### Signal wires on met1, run 1

Supply wires on this layer in grey.
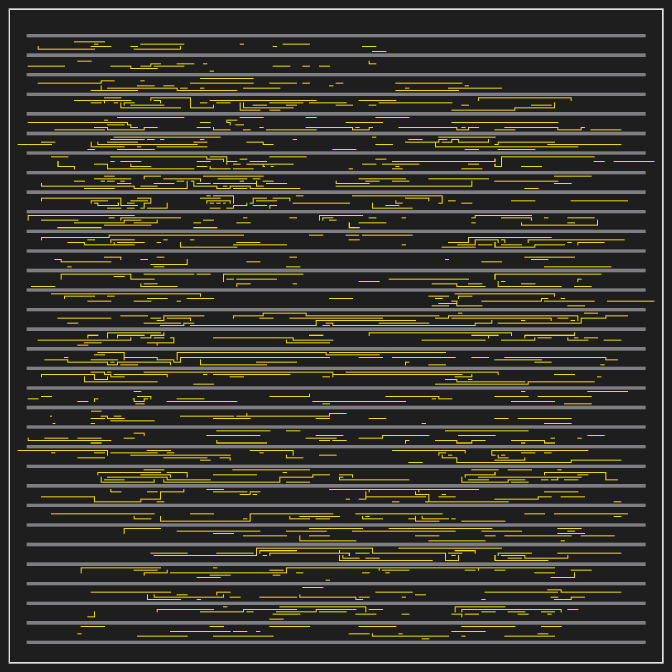
### Congestion heat map, run 1

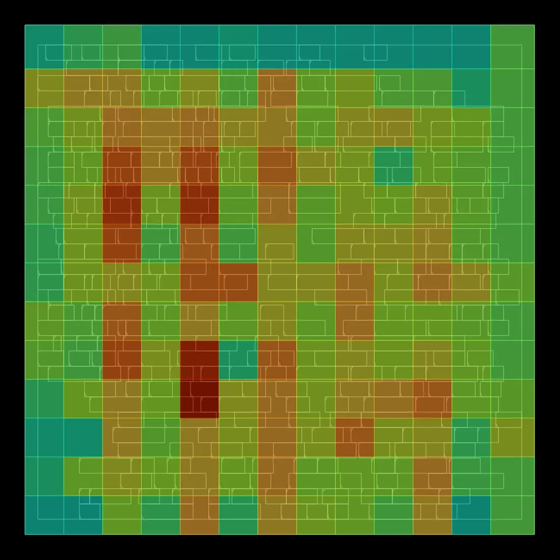
### Placement by cell class, run 1

Scale bar: 20 um. Fill, decap, tap and diode cells in grey.
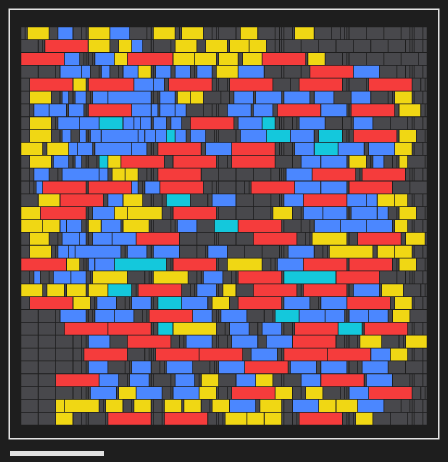
===== src/rtl/pipe_pkg.sv =====
// Shared types and per-stage widths for the inter-stage pipeline registers.
// Latency: n/a (types and constants only).
// Backpressure: n/a.
package pipe_pkg;

   // Occupancy of a stage register: no beat, head only, head plus skid.
   typedef enum logic [1:0] {
      ST_EMPTY = 2'd0,
      ST_ONE   = 2'd1,
      ST_TWO   = 2'd2
   } stageState_t;

   // IF/ID: fetched instruction word plus PC; only HLT travels as control.
   localparam int IF_ID_CTRL_W  = 1;
   localparam int IF_ID_DATA_W  = 32;

   // ID/EX: full decoded control set, two operands and the destination/immediate.
   localparam int ID_EX_CTRL_W  = 9;
   localparam int ID_EX_DATA_W  = 48;

   // EX/MEM: memory controls plus writeback controls; ALU result and store value.
   localparam int EX_MEM_CTRL_W = 6;
   localparam int EX_MEM_DATA_W = 32;

   // MEM/WB: writeback controls only; result and destination register index.
   localparam int MEM_WB_CTRL_W = 3;
   localparam int MEM_WB_DATA_W = 20;

   // True when the stage cannot take another beat without a pop.
   function automatic logic isFull(input stageState_t s);
      return (s == ST_TWO);
   endfunction

endpackage


===== src/rtl/pipe_entry.sv =====
// One storage slot of a stage register, holding the concatenated {ctrl, data}.
// Latency: value appears on q one edge after load.
// Backpressure: none; the owner decides when to load.
module pipe_entry #(
   parameter int WIDTH = 25
) (
   input  logic             clk,
   input  logic             rst,
   input  logic             load,
   input  logic [WIDTH-1:0] d,
   output logic [WIDTH-1:0] q
);

   // Capture a new beat when loaded; otherwise keep the previous contents.
   always_ff @(posedge clk or negedge rst) begin
      if (!rst) begin
         q <= '0;
      end else if (load) begin
         q <= d;
      end
   end

endmodule


===== src/rtl/pipe_stage_reg.sv =====
// Pipeline stage register with valid/ready handshake, optional 2-entry skid, flush and stall counter.
// Latency: 1 cycle from accept to out_valid; sustains 1 beat/cycle while out_ready stays high.
// Backpressure: SKID=1 registers in_ready and absorbs one beat after out_ready drops; SKID=0 passes out_ready through.
module pipe_stage_reg import pipe_pkg::*; #(
   parameter int DATA_W = 16,
   parameter int CTRL_W = 9,
   parameter int SKID   = 1,
   parameter int CNT_W  = 16
) (
   input  logic              clk,
   input  logic              rst,
   input  logic              flush,
   input  logic              in_valid,
   output logic              in_ready,
   input  logic [CTRL_W-1:0] in_ctrl,
   input  logic [DATA_W-1:0] in_data,
   output logic              out_valid,
   input  logic              out_ready,
   output logic [CTRL_W-1:0] out_ctrl,
   output logic [DATA_W-1:0] out_data,
   output logic [CNT_W-1:0]  stall_cnt
);

   localparam int ENTRY_W = CTRL_W + DATA_W;

   stageState_t        stateQ;
   stageState_t        stateD;
   logic               headValid;
   logic               accept;
   logic               pop;
   logic               mainLoad;
   logic               mainFromSkid;
   logic               skidLoad;
   logic [ENTRY_W-1:0] inBeat;
   logic [ENTRY_W-1:0] mainNext;
   logic [ENTRY_W-1:0] mainQ;
   logic [ENTRY_W-1:0] skidQ;
   logic [CNT_W-1:0]   stallQ;

   // The head entry is valid in every state except EMPTY.
   assign headValid = (stateQ != ST_EMPTY);

   // A beat offered in the same cycle as flush is dropped, so flush gates accept.
   assign accept = in_valid & in_ready & ~flush;
   assign pop    = headValid & out_ready;

   assign inBeat = {in_ctrl, in_data};

   // Occupancy register; reset empties the stage regardless of any transfer in flight.
   always_ff @(posedge clk or negedge rst) begin
      if (!rst) begin
         stateQ <= ST_EMPTY;
      end else begin
         stateQ <= stateD;
      end
   end

   // Next occupancy and entry-load decisions; flush wins over accept and pop and leaves payloads untouched.
   always_comb begin
      stateD       = stateQ;
      mainLoad     = 1'b0;
      mainFromSkid = 1'b0;
      skidLoad     = 1'b0;
      if (flush) begin
         stateD = ST_EMPTY;
      end else begin
         case (stateQ)
            ST_EMPTY: begin
               if (accept) begin
                  mainLoad = 1'b1;
                  stateD   = ST_ONE;
               end
            end
            ST_ONE: begin
               if (accept && pop) begin
                  // Head leaves and the new beat takes its place.
                  mainLoad = 1'b1;
               end else if (accept && (SKID != 0)) begin
                  // Head is stuck; park the new beat behind it.
                  skidLoad = 1'b1;
                  stateD   = ST_TWO;
               end else if (pop) begin
                  stateD = ST_EMPTY;
               end
            end
            ST_TWO: begin
               // in_ready is low here, so only a pop can move things along.
               if (pop) begin
                  mainLoad     = 1'b1;
                  mainFromSkid = 1'b1;
                  stateD       = ST_ONE;
               end
            end
            default: begin
               stateD = ST_EMPTY;
            end
         endcase
      end
   end

   assign mainNext = mainFromSkid ? skidQ : inBeat;

   pipe_entry #(
      .WIDTH (ENTRY_W)
   ) u_main (
      .clk  (clk),
      .rst  (rst),
      .load (mainLoad),
      .d    (mainNext),
      .q    (mainQ)
   );

   generate
      if (SKID != 0) begin : g_skid
         logic readyQ;

         pipe_entry #(
            .WIDTH (ENTRY_W)
         ) u_skid (
            .clk  (clk),
            .rst  (rst),
            .load (skidLoad),
            .d    (inBeat),
            .q    (skidQ)
         );

         // Registered ready: drop it exactly when the stage is about to hold two beats.
         always_ff @(posedge clk or negedge rst) begin
            if (!rst) begin
               readyQ <= 1'b1;
            end else begin
               readyQ <= ~isFull(stateD);
            end
         end

         assign in_ready = readyQ;
      end else begin : g_noskid
         // Single entry: room exists if empty or if the head leaves this cycle.
         assign skidQ    = '0;
         assign in_ready = ~headValid | out_ready;
      end
   endgenerate

   // Count cycles where the head is offered but refused; saturate instead of wrapping.
   always_ff @(posedge clk or negedge rst) begin
      if (!rst) begin
         stallQ <= '0;
      end else if (headValid && !out_ready && (stallQ != {CNT_W{1'b1}})) begin
         stallQ <= stallQ + {{(CNT_W-1){1'b0}}, 1'b1};
      end
   end

   assign out_valid = headValid;
   // Control bits are masked so an empty stage never asserts RegWrite/MemWrite/HLT downstream.
   assign out_ctrl  = mainQ[ENTRY_W-1 -: CTRL_W] & {CTRL_W{headValid}};
   assign out_data  = mainQ[DATA_W-1:0];
   assign stall_cnt = stallQ;

endmodule

===== config.mk =====
export PLATFORM = sky130hd
export DESIGN_NAME = pipe_stage_reg
export DESIGN_NICKNAME = d
export VERILOG_FILES = /design/src/rtl/pipe_pkg.sv /design/src/rtl/pipe_entry.sv /design/src/rtl/pipe_stage_reg.sv
export SDC_FILE = /design/constraint.sdc
export NUM_CORES = 1
export LEC_CHECK = 0
export CORE_MARGIN = 2
export CORE_UTILIZATION = 46
export DETAILED_ROUTE_END_ITERATION = 6
export PLACE_DENSITY = 0.76
export SKIP_CTS_REPAIR_TIMING = 1
export SLEW_MARGIN = 20
export SYNTH_ARGS = -nofsm -noshare
export SYNTH_HDL_FRONTEND = slang
export SYNTH_HIERARCHICAL = 1
export SYNTH_SLANG_ARGS = --single-unit

===== constraint.sdc =====
create_clock -name clk -period 1.6 [get_ports clk]
set_input_delay 0.24 -clock clk [delete_from_list [all_inputs] [get_ports clk]]
set_output_delay 0.24 -clock clk [all_outputs]
set_load 0.02 [all_outputs]

==> GITHUB_STEP_SUMMARY, run 1 <==
### Yosys + OpenROAD results

| Metric | Value |
|---|---|
| Sequential power | `2.43 mW` |
| Clock skew | `0.00759 ns` |
| Post-synth net total | `267` |
| P_leak | `2.51 nW` |
| Antenna cell count | `0` |
| Area leader, netlist | `dfrtp_1` |
| CTS tree | `yes` |
| Clock buffer cells | `10` |
| Syn Inst Count | `236` |
| Pre-CTS setup slack | `-0.864 ns` |
| FP Util | `0.476` |
| Power Internal | `4.10 mW` |
| Synthesized area per cell | `14.6 sq um` |
| Seq/Total Area, Yosys | `0.501` |
| R2R Path Start | `stateQ[0]` |
| 1st-iter DRT viols | `62` |
| Async S/R FF share, synth | `1.00` |
| Number of buffers and inverters on the critical path | `1` |
| Vias in the first global route | `2,301` |
| Top post-synthesis cells by count | `dfrtp_1 (68), mux2_4 (40), mux2_2 (36)` |
| Slowest stage cell on the critical path | `dfrtp_2` |
| Psw | `1.58 mW` |
| ClkCell Share | `0.0451` |
| Critical Path End | `u_main/q[13]` |
| Met1 WL | `3.49 mm` |
| Outcome | `finished, violations left` |
| Failing checks | `negative setup slack` |
| Combinational logic power | `1.69 mW` |
| Vias per cell | `5.02` |
| Die Y | `90.6 um` |
| Syn-to-layout area delta | `43.8%` |
| TritonCTS Buffers | `9` |
| F_max | `569 MHz` |
| Fin Setup TNS | `-5.70 ns` |
| Critical path's largest stage delay | `0.48 ns` |
| Clk slew on worst S/H paths | `0.08 ns` |
| Post-synth EDFFs | `0` |
| MI comb cells | `155` |
| Setup Viol. Count Final | `59` |
| DRC viols | `0` |
| Arrival time worst endpoint | `1.98 ns` |
| Yosys top cell area share | `0.493` |
| Sequential Power Share | `0.427` |
| Count of flip-flops and latches | `69` |
| Top power group | `registers` |
| Inverters excl. clock | `3` |
| Leading cell kind | `combinational gates` |
| Met3 WL | `369 um` |
| Final cycle utilization of the critical path | `1.10` |
| Combinational gate area | `0.00175 sq mm` |
| Top routing layer in use | `met4` |
| Die width | `90.6 um` |
| R2r endpoint | `u_main/q[13]` |
| Worst slew margin | `0.683` |
| Top Layout Cells | `dfrtp_1 (65), mux2_4 (44), clkdlybuf4s50_1 (34)` |
| Cell family with most CP delay | `multiplexers` |
| Yosys stat area | `0.00345 sq mm` |
| Comb power frac | `0.297` |
| Clock network fraction of total power | `0.276` |
| Worst setup path category | `register to register` |
| Worst setup margin | `-0.156 ns` |
| Slew @ Worst Pin | `0.475 ns` |
| Clock root buffer | `clkbuf_8` |
| Yosys aoi share | `0.0141` |
| Crit path launch | `stateQ[0]` |
| Clk latency late pin | `0.34 ns` |
Notes on 'Signal wires on met1' above:
nets with wire on the layer: 322
main direction: horizontal
drt total wl: 7.49 mm
met1 Use GR: 0.230
DR vias: 2,213

Notes on 'Congestion heat map' above:
global route hottest layer: met2
Final Core Density: 0.684
WL/cell: 17.0 um
total track usage: 0.173
routing usage on met3: 0.0684

Notes on 'Placement by cell class' above:
legend:
  registers:
    colour: red
    cells: 69
  remaining buffers and delay cells:
    colour: yellow
    cells: 99
  remaining logic cells:
    colour: blue
    cells: 158
  clock drivers and dummy loads:
    colour: cyan
    cells: 16
sequential share of cell area: 0.349
Core Area: 0.00725 sq mm
row count: 31

### I/O nets highlighted, run 1

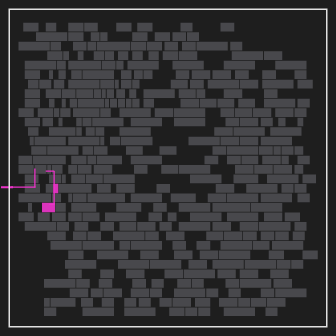

==> inputs of run 2 (changes only) <==
--- a/config.mk
+++ b/config.mk
@@ -6,9 +6,11 @@
 export NUM_CORES = 1
 export LEC_CHECK = 0
 export CORE_MARGIN = 2
-export CORE_UTILIZATION = 46
+export CORE_UTILIZATION = 50
 export DETAILED_ROUTE_END_ITERATION = 6
-export PLACE_DENSITY = 0.76
+export DONT_BUFFER_PORTS = 1
+export PLACE_DENSITY = 0.68
+export REMOVE_ABC_BUFFERS = 1
 export SKIP_CTS_REPAIR_TIMING = 1
 export SLEW_MARGIN = 20
 export SYNTH_ARGS = -nofsm -noshare
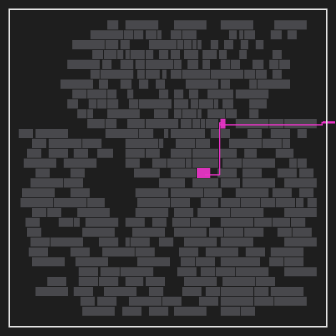
*I/O nets highlighted, run 2*
legend:
  `in_valid`:
    colour: magenta
    direction: input
    edge: east
    end_cells: 2
    wire: 48.3 um
io pins: 73
IO buf count: 0

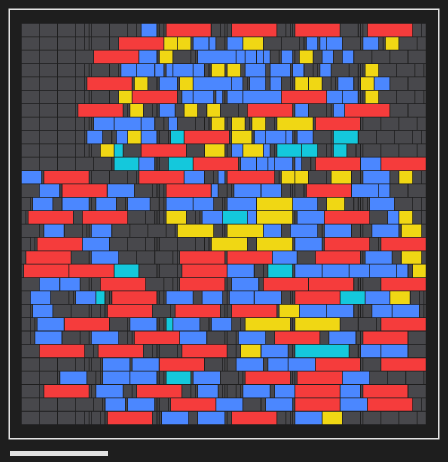
*Placement by cell class, run 2*
Scale bar: 20 um. Fill, decap, tap and diode cells in grey.
legend:
  registers:
    colour: red
    cells: 69
  remaining buffers and delay cells:
    colour: yellow
    cells: 50
  remaining logic cells:
    colour: blue
    cells: 155
  clock drivers and dummy loads:
    colour: cyan
    cells: 16
Final Core Density: 0.638
Core Area: 0.00672 sq mm
row count: 30

==> GITHUB_STEP_SUMMARY, run 2 <==
### Yosys + OpenROAD results

| Metric | Value |
|---|---|
| Top routing layer in use | `met4` |
| Clock root buffer | `clkbuf_8` |
| Top post-synthesis cells by count | `dfrtp_1 (68), mux2_4 (40), mux2_2 (36)` |
| RePlAce Congestion | `0.774` |
| R2r endpoint | `u_main/q[21]` |
| P_leak | `1.97 nW (-21%)` |
| Clk latency late pin | `0.34 ns (about the same)` |
| Yosys aoi share | `0.0141 (unchanged)` |
| Top power group | `registers` |
| Leading cell kind | `registers` |
| Worst setup margin | `-0.133 ns (+0.0229 ns)` |
| Setup Viol. Count Final | `35 (-41%)` |
| Psw | `1.52 mW (-4.0%)` |
| Syn Inst Count | `236 (unchanged)` |
| Global route hottest layer | `met2` |
| WL/cell | `19.5 um (+15%)` |
| Async S/R FF share, synth | `1.00 (unchanged)` |
| F_max | `577 MHz (+1.3%)` |
| Critical Path End | `u_main/q[21]` |
| Number of buffers and inverters on the critical path | `2 (+1)` |
| Count of flip-flops and latches | `69 (unchanged)` |
| Clk slew on worst S/H paths | `0.08 ns (about the same)` |
| Seq/Total Area, Yosys | `0.501 (unchanged)` |
| Post-synth EDFFs | `0 (unchanged)` |
| Total track usage | `0.191 (+0.0182)` |
| Final hold viol count | `69` |
| R2R Path Start | `stateQ[1]` |
| Sequential Power Share | `0.487 (+0.060)` |
| Final cycle utilization of the critical path | `1.08 (-0.0143)` |
| Top Layout Cells | `dfrtp_1 (68), mux2_4 (51), buf_4 (28)` |
| Met1 WL | `3.20 mm (-8.3%)` |
| Fin Setup TNS | `-2.95 ns (+2.75 ns)` |
| Comb power frac | `0.244 (-0.053)` |
| Power Internal | `3.64 mW (-11%)` |
| CTS tree | `yes` |
| Synthesized area per cell | `14.6 sq um (unchanged)` |
| Yosys adder share | `0.00363` |
| Vias in the first global route | `2,111 (-8.3%)` |
| DRC viols | `0 (unchanged)` |
| Arrival time worst endpoint | `1.96 ns (-0.02 ns)` |
| Sequential power | `2.51 mW (+3%)` |
| Clock network fraction of total power | `0.270 (-0.006)` |
| Failing checks | `negative hold slack, negative setup slack` |
| Critical path's largest stage delay | `0.41 ns (-0.07 ns)` |
| FP Util | `0.513 (+0.0378)` |
| Outcome | `finished, violations left` |
| Yosys stat area | `0.00345 sq mm (unchanged)` |
| Met3 WL | `477 um (+29%)` |
| Die width | `87.1 um (-3.9%)` |
| Pre-CTS setup slack | `-0.119 ns (+0.746 ns)` |
| Worst setup path category | `register to register` |
| Clock buffer cells | `10 (unchanged)` |
| Vias per cell | `5.41 (+7.9%)` |
| Crit path launch | `stateQ[1]` |
| Combinational gate area | `0.00171 sq mm (-2.3%)` |
| Clock skew | `0.00668 ns (-0.000908 ns)` |
| DR vias | `2,003 (-9.5%)` |
| ClkCell Share | `0.0446 (-0.000513)` |
| Worst slew margin | `0.809 (+0.126)` |
| Slew @ Worst Pin | `0.285 ns (-0.191 ns)` |
| Met1 Use GR | `0.251 (+0.0212)` |
| Combinational logic power | `1.26 mW (-25%)` |
| Hold Slack | `-0.418 ns` |
| Sequential share of cell area | `0.403 (+0.0538)` |
| Yosys top cell area share | `0.493 (unchanged)` |
| Inverters excl. clock | `3 (unchanged)` |
| TritonCTS Buffers | `9 (unchanged)` |
==> inputs of run 3 (changes only) <==
--- a/config.mk
+++ b/config.mk
@@ -7,6 +7,7 @@
 export LEC_CHECK = 0
 export CORE_MARGIN = 2
 export CORE_UTILIZATION = 50
+export CTS_CLUSTER_DIAMETER = 80
 export DETAILED_ROUTE_END_ITERATION = 6
 export DONT_BUFFER_PORTS = 1
 export PLACE_DENSITY = 0.68
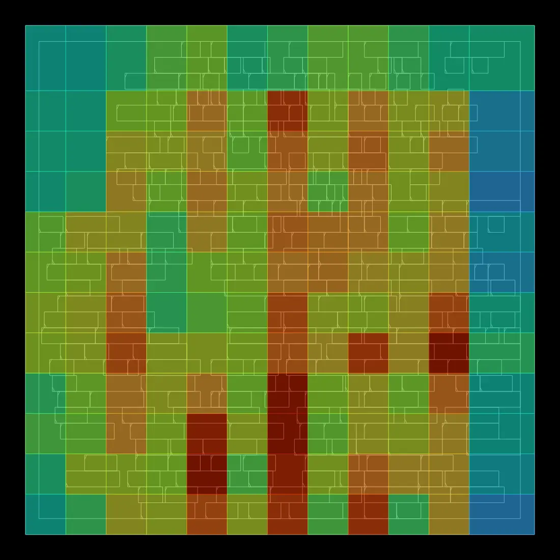
*Congestion heat map, run 3*
met1 Use GR: 0.251
met2 GRT Util: 0.291
routing usage on met3: 0.0768

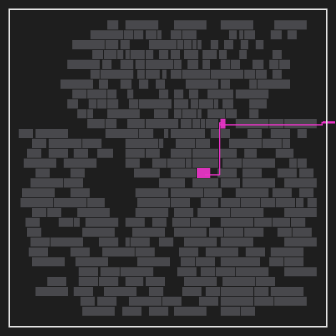
*I/O nets highlighted, run 3*
legend:
  `in_valid`:
    colour: magenta
    direction: input
    edge: east
    end_cells: 2
    wire: 48.3 um

==> GITHUB_STEP_SUMMARY, run 3 <==
### Yosys + OpenROAD results

| Metric | Value |
|---|---|
| R2r endpoint | `u_main/q[21]` |
| Number of buffers and inverters on the critical path | `2 (unchanged)` |
| Combinational gate area | `0.00171 sq mm (unchanged)` |
| WL/cell | `19.5 um (unchanged)` |
| Synthesized area per cell | `14.6 sq um (unchanged)` |
| Crit path launch | `stateQ[1]` |
| Clk latency late pin | `0.34 ns (about the same)` |
| Clock network fraction of total power | `0.270 (about the same)` |
| Psw | `1.52 mW (unchanged)` |
| FP Util | `0.513 (unchanged)` |
| Power Internal | `3.64 mW (unchanged)` |
| Yosys aoi share | `0.0141 (unchanged)` |
| Met3 WL | `477 um (unchanged)` |
| Core Area | `0.00672 sq mm (unchanged)` |
| Tool warning count | `27` |
| Sequential power | `2.51 mW (about the same)` |
| Clock root buffer | `clkbuf_8` |
| Mapped Area | `0.00345 sq mm` |
| Worst setup path category | `register to register` |
| Vias in the first global route | `2,111 (unchanged)` |
| Global route hottest layer | `met2` |
| Critical path's largest stage delay | `0.41 ns (about the same)` |
| Io pins | `73 (unchanged)` |
| Commonest flop | `dfrtp_1` |
| Fin Setup TNS | `-2.95 ns (unchanged)` |
| Comb area share | `0.399` |
| Slew @ Worst Pin | `0.285 ns (unchanged)` |
| Vias per cell | `5.41 (unchanged)` |
| Syn-to-layout area delta | `24.3%` |
| Top Layout Cells | `dfrtp_1 (68), mux2_4 (51), buf_4 (28)` |
| DRC viols | `0 (unchanged)` |
| Async S/R FF share, synth | `1.00 (unchanged)` |
| CTS max path bufs | `2` |
| Area leader, netlist | `dfrtp_1` |
| MaxCap Viol Count | `0` |
| # fillers | `492` |
| Die Y | `87.1 um` |
| CTS tree | `yes` |
| Count of flip-flops and latches | `69 (unchanged)` |
| Arrival time worst endpoint | `1.96 ns (about the same)` |
| Final hold viol count | `69 (unchanged)` |
| Critical Path End | `u_main/q[21]` |
| Setup Viol. Count Final | `35 (unchanged)` |
| Post-synth EDFFs | `0 (unchanged)` |
| XORs/XNORs by Area | `0.0355` |
| Most frequent cell after synthesis | `dfrtp_1` |
| ClkCell Share | `0.0446 (unchanged)` |
| F_max | `577 MHz (unchanged)` |
| TritonCTS Buffers | `9 (unchanged)` |
| Yosys adder share | `0.00363 (unchanged)` |
| Yosys stat area | `0.00345 sq mm (unchanged)` |
| Die width | `87.1 um (unchanged)` |
| Top power group | `registers` |
| Outcome | `finished, violations left` |
| IO buf count | `0 (unchanged)` |
| Hold Slack | `-0.418 ns (unchanged)` |
| Sequential share of cell area | `0.403 (unchanged)` |
| Top post-synthesis cells by count | `dfrtp_1 (68), mux2_4 (40), mux2_2 (36)` |
| R2R Path Start | `stateQ[1]` |
| Final total power | `5.16 mW` |
| Met1 WL | `3.20 mm (unchanged)` |
| Sequential Power Share | `0.487 (about the same)` |
| Total track usage | `0.191 (unchanged)` |
| Inverters excl. clock | `3 (unchanged)` |
| Yosys top cell area share | `0.493 (unchanged)` |
| Pre-CTS setup slack | `-0.119 ns (unchanged)` |
| Seq/Total Area, Yosys | `0.501 (unchanged)` |
| DR vias | `2,003 (unchanged)` |
| RePlAce Congestion | `0.774 (unchanged)` |
| Combinational logic power | `1.26 mW (about the same)` |
| Syn Inst Count | `236 (unchanged)` |
| Top routing layer in use | `met4` |
| Comb power frac | `0.244 (about the same)` |
| Final cycle utilization of the critical path | `1.08 (unchanged)` |
| Failing checks | `negative hold slack, negative setup slack` |
| Row count | `30 (unchanged)` |
| Final Core Density | `0.638 (unchanged)` |
| Clk slew on worst S/H paths | `0.08 ns (about the same)` |
| Clock skew | `0.00668 ns (unchanged)` |
| Worst setup margin | `-0.133 ns (unchanged)` |
| Leading cell kind | `registers` |
| Clock buffer cells | `10 (unchanged)` |
| Worst slew margin | `0.809 (unchanged)` |
| P_leak | `1.97 nW (unchanged)` |

==> gallery <==
Placement density heat map.
9 x 9 tiles, from white (low) to dark blue (high), 0 to 100% covered.
Plate I
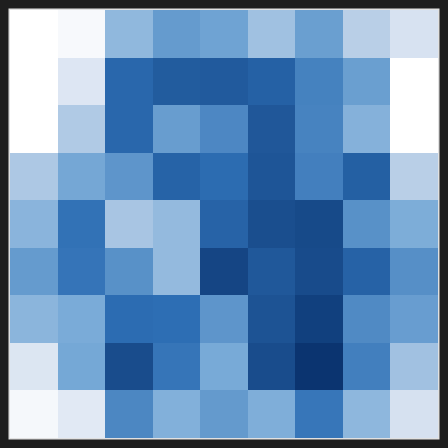
Plate II
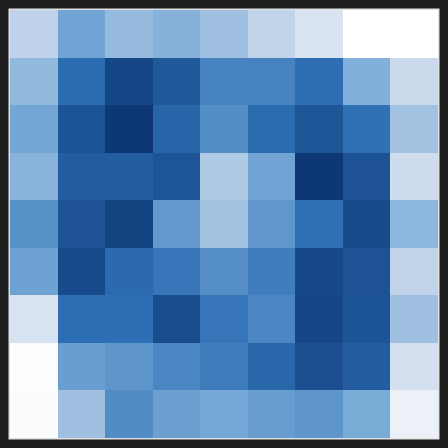
Plate II is run 1.
Plate I is run 2.

Key to Plate I:
densest ninth of the die: centre
nearly empty tiles: 6.2%
emptiest ninth of the die: north-west
fullest tile: 98%

Power is estimated from default activity; no workload was simulated.
